### src/rtl/sr_ff_arbiter.sv
// Round-robin arbiter/sequencer sharing one SR flip-flop bank among NREQ requesters.
// Latency: req to ack 2 cycles with SR_ARB_READBACK_EN (IDLE->ISSUE->CHECK), 1 cycle without.
// Backpressure: requesters hold req/op_set/mask until their ack; losers simply wait in IDLE.
// Optional macro SR_ARB_READBACK_EN adds the CHECK state and the q_in readback error flag.
module sr_ff_arbiter #(
  parameter int NREQ  = 4,
  parameter int WIDTH = 8
) (
  input  logic                  clk,
  input  logic                  res,
  input  logic [NREQ-1:0]       req,
  input  logic [NREQ-1:0]       op_set,
  input  logic [NREQ*WIDTH-1:0] mask,
  input  logic [WIDTH-1:0]      q_in,
  output logic [NREQ-1:0]       gnt,
  output logic [NREQ-1:0]       ack,
  output logic [WIDTH-1:0]      s_out,
  output logic [WIDTH-1:0]      r_out,
  output logic                  busy,
  output logic                  err
);

  localparam int PW = (NREQ > 1) ? $clog2(NREQ) : 1;

  typedef enum logic [1:0] {
    ST_IDLE  = 2'd0,
    ST_ISSUE = 2'd1
`ifdef SR_ARB_READBACK_EN
    ,
    ST_CHECK = 2'd2
`endif
  } state_t;

  state_t            r_state;
  state_t            w_state_nxt;
  logic [PW-1:0]     r_ptr;
  logic [NREQ-1:0]   r_gnt;
  logic [WIDTH-1:0]  r_s;
  logic [WIDTH-1:0]  r_r;

  logic [2*NREQ-1:0] w_req_dbl;
  logic [NREQ-1:0]   w_req_rot;
  logic [PW-1:0]     w_off;
  logic [PW:0]       w_sum;
  logic              w_win_vld;
  logic [PW-1:0]     w_win_idx;
  logic [NREQ-1:0]   w_win_onehot;
  logic [WIDTH-1:0]  w_win_mask;
  logic [PW-1:0]     w_ptr_nxt;

  // Rotate requests so the pointer position sits at bit 0; lowest set bit is the nearest winner.
  assign w_req_dbl = {req, req} >> r_ptr;
  assign w_req_rot = w_req_dbl[NREQ-1:0];

  // Priority pick of the first pending request at or above the pointer, wrapping modulo NREQ.
  always_comb begin
    w_off     = '0;
    w_win_vld = |w_req_rot;
    for (int i = NREQ - 1; i >= 0; i--) begin
      if (w_req_rot[i]) begin
        w_off = PW'(i);
      end
    end
    w_sum = {1'b0, r_ptr} + {1'b0, w_off};
    if (w_sum >= (PW+1)'(NREQ)) begin
      w_win_idx = PW'(w_sum - (PW+1)'(NREQ));
    end else begin
      w_win_idx = PW'(w_sum);
    end
  end

  assign w_win_onehot = NREQ'(1) << w_win_idx;
  assign w_win_mask   = mask[int'(w_win_idx)*WIDTH +: WIDTH];
  assign w_ptr_nxt    = (w_win_idx == PW'(NREQ - 1)) ? '0 : w_win_idx + 1'b1;

`ifdef SR_ARB_READBACK_EN
  logic [PW-1:0]    r_idx;
  logic [WIDTH-1:0] w_chk_mask;
  logic [WIDTH-1:0] w_chk_hit;
  logic             w_chk_bad;

  // The granted requester's mask and op are still held stable, so check q_in against them.
  assign w_chk_mask = mask[int'(r_idx)*WIDTH +: WIDTH];
  assign w_chk_hit  = q_in & w_chk_mask;
  assign w_chk_bad  = op_set[r_idx] ? (w_chk_hit != w_chk_mask) : (w_chk_hit != '0);

  // Remember which requester owns the op so CHECK can index its mask and op.
  always_ff @(posedge clk) begin
    if (res) begin
      r_idx <= '0;
    end else if (r_state == ST_IDLE && w_win_vld) begin
      r_idx <= w_win_idx;
    end
  end
`else
  logic w_unused_q;
  assign w_unused_q = ^q_in;
`endif

  // State register.
  always_ff @(posedge clk) begin
    if (res) begin
      r_state <= ST_IDLE;
    end else begin
      r_state <= w_state_nxt;
    end
  end

  // Next-state logic: IDLE waits for a request, ISSUE lasts one cycle, CHECK lasts one cycle.
  always_comb begin
    w_state_nxt = r_state;
    case (r_state)
      ST_IDLE: begin
        if (w_win_vld) begin
          w_state_nxt = ST_ISSUE;
        end
      end
      ST_ISSUE: begin
`ifdef SR_ARB_READBACK_EN
        w_state_nxt = ST_CHECK;
`else
        w_state_nxt = ST_IDLE;
`endif
      end
`ifdef SR_ARB_READBACK_EN
      ST_CHECK: begin
        w_state_nxt = ST_IDLE;
      end
`endif
      default: begin
        w_state_nxt = ST_IDLE;
      end
    endcase
  end

  // Registered grant, s/r vectors and pointer; s and r are never both driven for the same op.
  always_ff @(posedge clk) begin
    if (res) begin
      r_gnt <= '0;
      r_s   <= '0;
      r_r   <= '0;
      r_ptr <= '0;
    end else begin
      case (r_state)
        ST_IDLE: begin
          if (w_win_vld) begin
            r_gnt <= w_win_onehot;
            r_s   <= op_set[w_win_idx] ? w_win_mask : '0;
            r_r   <= op_set[w_win_idx] ? '0 : w_win_mask;
            r_ptr <= w_ptr_nxt;
          end
        end
        ST_ISSUE: begin
          r_s <= '0;
          r_r <= '0;
`ifndef SR_ARB_READBACK_EN
          r_gnt <= '0;
`endif
        end
`ifdef SR_ARB_READBACK_EN
        ST_CHECK: begin
          r_gnt <= '0;
        end
`endif
        default: begin
          r_gnt <= '0;
          r_s   <= '0;
          r_r   <= '0;
        end
      endcase
    end
  end

  // Output decode: ack is the grant during the final cycle of an op, err only during CHECK.
  always_comb begin
    busy = (r_state != ST_IDLE);
    ack  = '0;
    err  = 1'b0;
`ifdef SR_ARB_READBACK_EN
    if (r_state == ST_CHECK) begin
      ack = r_gnt;
      err = w_chk_bad;
    end
`else
    if (r_state == ST_ISSUE) begin
      ack = r_gnt;
    end
`endif
  end

  assign gnt   = r_gnt;
  assign s_out = r_s;
  assign r_out = r_r;

endmodule
### config.mk
export PLATFORM = sky130hd
export DESIGN_NAME = sr_ff_arbiter
export DESIGN_NICKNAME = d
export VERILOG_FILES = /design/src/rtl/sr_ff_arbiter.sv
export SDC_FILE = /design/constraint.sdc
export NUM_CORES = 1
export LEC_CHECK = 0
export CORE_UTILIZATION = 35
export CTS_CLUSTER_DIAMETER = 80
export DETAILED_ROUTE_END_ITERATION = 12
export PLACE_DENSITY = 0.87
export SYNTH_ARGS = -nofsm -noshare
export SYNTH_HDL_FRONTEND = slang
export SYNTH_SLANG_ARGS = --single-unit
### constraint.sdc
create_clock -name clk -period 4.3 [get_ports clk]
set_input_delay 0.86 -clock clk [delete_from_list [all_inputs] [get_ports clk]]
set_output_delay 0.86 -clock clk [all_outputs]
set_load 0.005 [all_outputs]
### Supply network

The bar under the picture is 20 um long. Pins as bars on the die edge. Tap cells in gray.
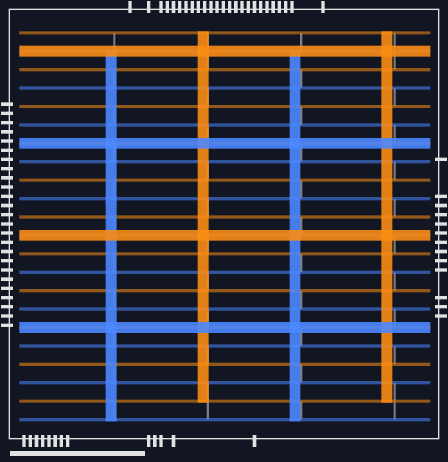
VDD: drawn in orange. VSS: drawn in blue.
4 straps on met4. 46 tap cells. 22 met1 rails follow the rows.

### Placement by cell class

The bar under the picture is 20 um long.
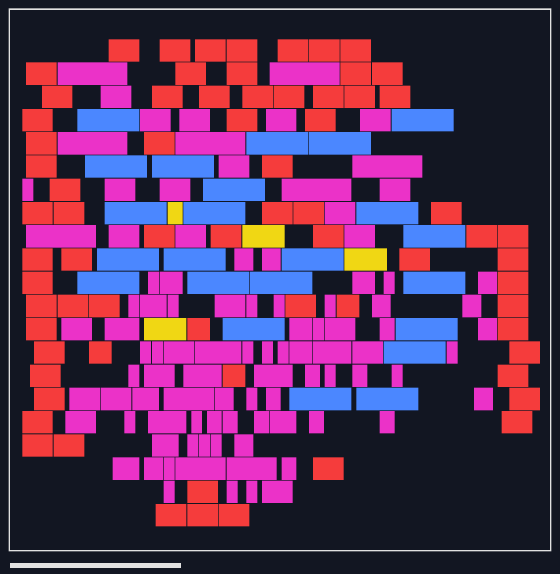
other buffers and delay cells: drawn in red, cells 70, share of their area 35%. all other logic: drawn in magenta, cells 96, share of their area 40%. flip-flops: drawn in blue, cells 23, share of their area 23%. clock drivers and dummy loads: drawn in yellow, cells 4, share of their area 2.3%.

### Clock wires, drivers and flops

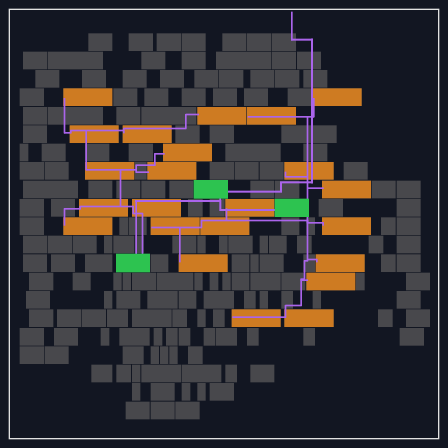
flip-flops: drawn in orange, count 23. cells driving clock nets: drawn in green, count 3. clock wires: drawn in purple, length 261 um.
There are 4 routed clock nets.

### Signal wires by layer

The bar under the picture is 20 um long. Two of the layers only.
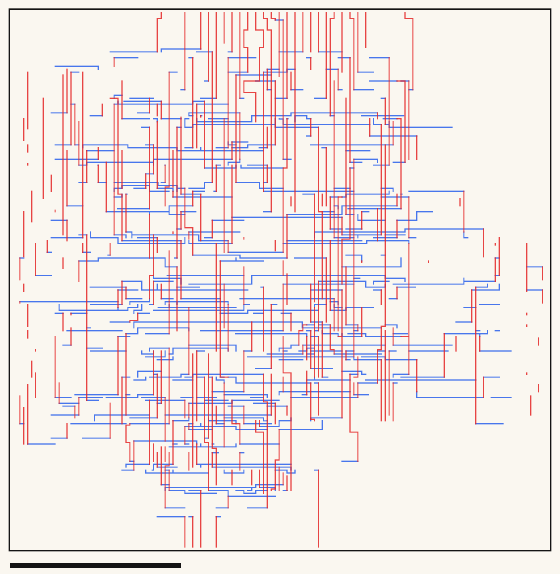
met2: drawn in red, wire length 1650 um. met1: drawn in blue, wire length 1440 um.

==> run notes <==
### Flow run
• number of max-cap violations: 0

### Timing
• count of final setup violators: 0
• tightest hold margin: 0.468 ns

### Global route
• maximum number of pins on one net before global-route repair: 19
• wire length of the first global-routing pass: 5370 um
• antenna violations before repair: 0
• number of global-route vias before repair: 1202
• overall fraction of global-route tracks in use: 0.171

### Floorplanning
• top-level port count: 76
• total number of placement rows: 21
• core area: 3470 um2
• Horiz. Die Dim: 63.2 um

### Final layout
• number of filler cells placed in the layout: 314
• Seq. cell area: 460 um2
• area overhead of the layout relative to synthesis: 57.1%
• Diodes inserted: 0
• share of final-layout standard cells stronger than drive strength 1: 0.119
• area taken by multi-input logic gates: 782 um2

### Synth
• synthesized chip area reported by yosys: 1310 um2
• count of state elements after synthesis: 23
• Post-synth seq share: 0.351
• AND/OR/NAND/NOR Cells, Area Fraction: 0.140
• nets in the synthesized netlist: 181
• mean instance size in the synthesized netlist: 10.2 um2

### CTS
• maximum clock insertion buffer count: 2
• cts bufs inserted: 3
• clock transition time at the flip-flop clock pins of the worst setup and hold paths: 0.08 ns
• number of clock sinks seen by CTS: 23
• number of buffers inserted to repair setup after CTS: 0
• total of cells resized after clock tree synthesis: 0

### Detailed routing
• post-detailed-route count of antenna-violating nets: 0
• drt pass-1 iters: 4

### Critical path
• sum of buffers and inverters on the critical path: 2
• stage delay of the slowest cell on the critical path: 0.58 ns
• terminus of the critical flop-to-flop path: r_out[4]
• worst r2r src: r_ptr[0]
• arrival time at the worst endpoint: 3.81 ns
• worst reg-to-reg setup slack: 1.38 ns

### Pwr
• standby leakage power: 0.000774 uW

### Run status
• outcome: completed

### Worst hold path
• Worst Hold Launch: s_out[5]

[state kept, by name, indices dropped and copies added, names as in the netlist]
signal   count
gnt          4
r_ptr        2
r_state      1
s_out        8
r_out        8
[area by class of cell]
type / instances / area share
clock buffers: 3 / 0.0200
well taps: 46 / 0.0279
flip-flops and latches: 23 / 0.224
inverters: 6 / 0.0109
clock inverters: 1 / 0.00243
repair buffers: 70 / 0.335
multi-input cells: 90 / 0.380
[placed cells by master, fill, tap and decap left out, drive strengths merged]
cell type      count
a21oi              2
a32o              14
mux2i              7
xor2               1
o31ai              2
clkbuf             3
a311oi             1
o311a              1
buf                4
nand3              1
clkinv             1
nand2             10
dfxtp             23
ha                 3
a32oi              1
a2bb2oi            1
inv                6
nor3               4
clkdlybuf4s50     66
xnor2              2
a211oi             1
nor2              11
o21ai              4
o32ai              2
o211ai             1
o41ai              1
nand2b             3
and2               6
conb               1
mux2               1
mux4               7
nor4               2
[routing by layer]
layer  GRT usage  part of all wire  vias to the layer above
met5           0                 0                        -
met4      0.0597             0.013                        0
met3      0.0507             0.063                        4
met2       0.288              0.49                       47
met1       0.205              0.43                      601
li1            -                 -                      621
[through the flow]
| step | instances | util | total power, uW | instance area, um2 |
|---|---|---|---|---|
| global route | 239 | 0.594 | 1410 | 2060 |
| finish | 239 | 0.594 | 1320 | 2060 |
| detailed placement | 235 | 0.580 | 1190 | 2010 |
| floorplan | 128 | - | 888 | 1310 |
| global placement | 235 | 0.580 | 1170 | 2010 |
| CTS | 239 | 0.594 | 1330 | 2060 |
[report_power, final]
part | switching [uW] | internal [uW] | total, uW
Clock | 67.5 | 64.7 | 132
Sequential | 56.6 | 284 | 341
Combinational | 385 | 461 | 846
Total | 509 | 810 | 1320
[cells in the mapped netlist, types with 2 or more instances]
cell type / instances / share of area
sky130_fd_sc_hd__a32o_1: 14 / 0.11
sky130_fd_sc_hd__nand2b_1: 3 / 0.014
sky130_fd_sc_hd__ha_1: 3 / 0.029
sky130_fd_sc_hd__and2_1: 6 / 0.029
sky130_fd_sc_hd__a21oi_1: 2 / 0.0076
sky130_fd_sc_hd__nand2_1: 10 / 0.029
sky130_fd_sc_hd__mux2i_1: 7 / 0.053
sky130_fd_sc_hd__nor2_1: 11 / 0.031
sky130_fd_sc_hd__mux4_2: 7 / 0.12
sky130_fd_sc_hd__inv_1: 5 / 0.014
sky130_fd_sc_hd__buf_2: 4 / 0.015
sky130_fd_sc_hd__dfxtp_1: 23 / 0.35
sky130_fd_sc_hd__nor3_1: 3 / 0.011
sky130_fd_sc_hd__clkbuf_1: 2 / 0.0057
sky130_fd_sc_hd__buf_4: 2 / 0.011
sky130_fd_sc_hd__o21ai_0: 4 / 0.015
sky130_fd_sc_hd__o31ai_1: 2 / 0.011
[worst max-delay path by stage]
stage	startpoint	end	slack, ns	cells after the start
2_1_floorplan	req[2]	r_out[0]	1.03	9
3_3_place_gp	req[3]	r_out[1]	0.51	10
3_5_place_dp	req[3]	r_out[4]	0.46	10
4_1_cts	req[3]	r_out[4]	0.72	10
5_1_grt	req[2]	r_out[4]	0.48	11
6_report	req[3]	r_out[4]	0.70	10
Power is estimated from default activity; no workload was simulated.
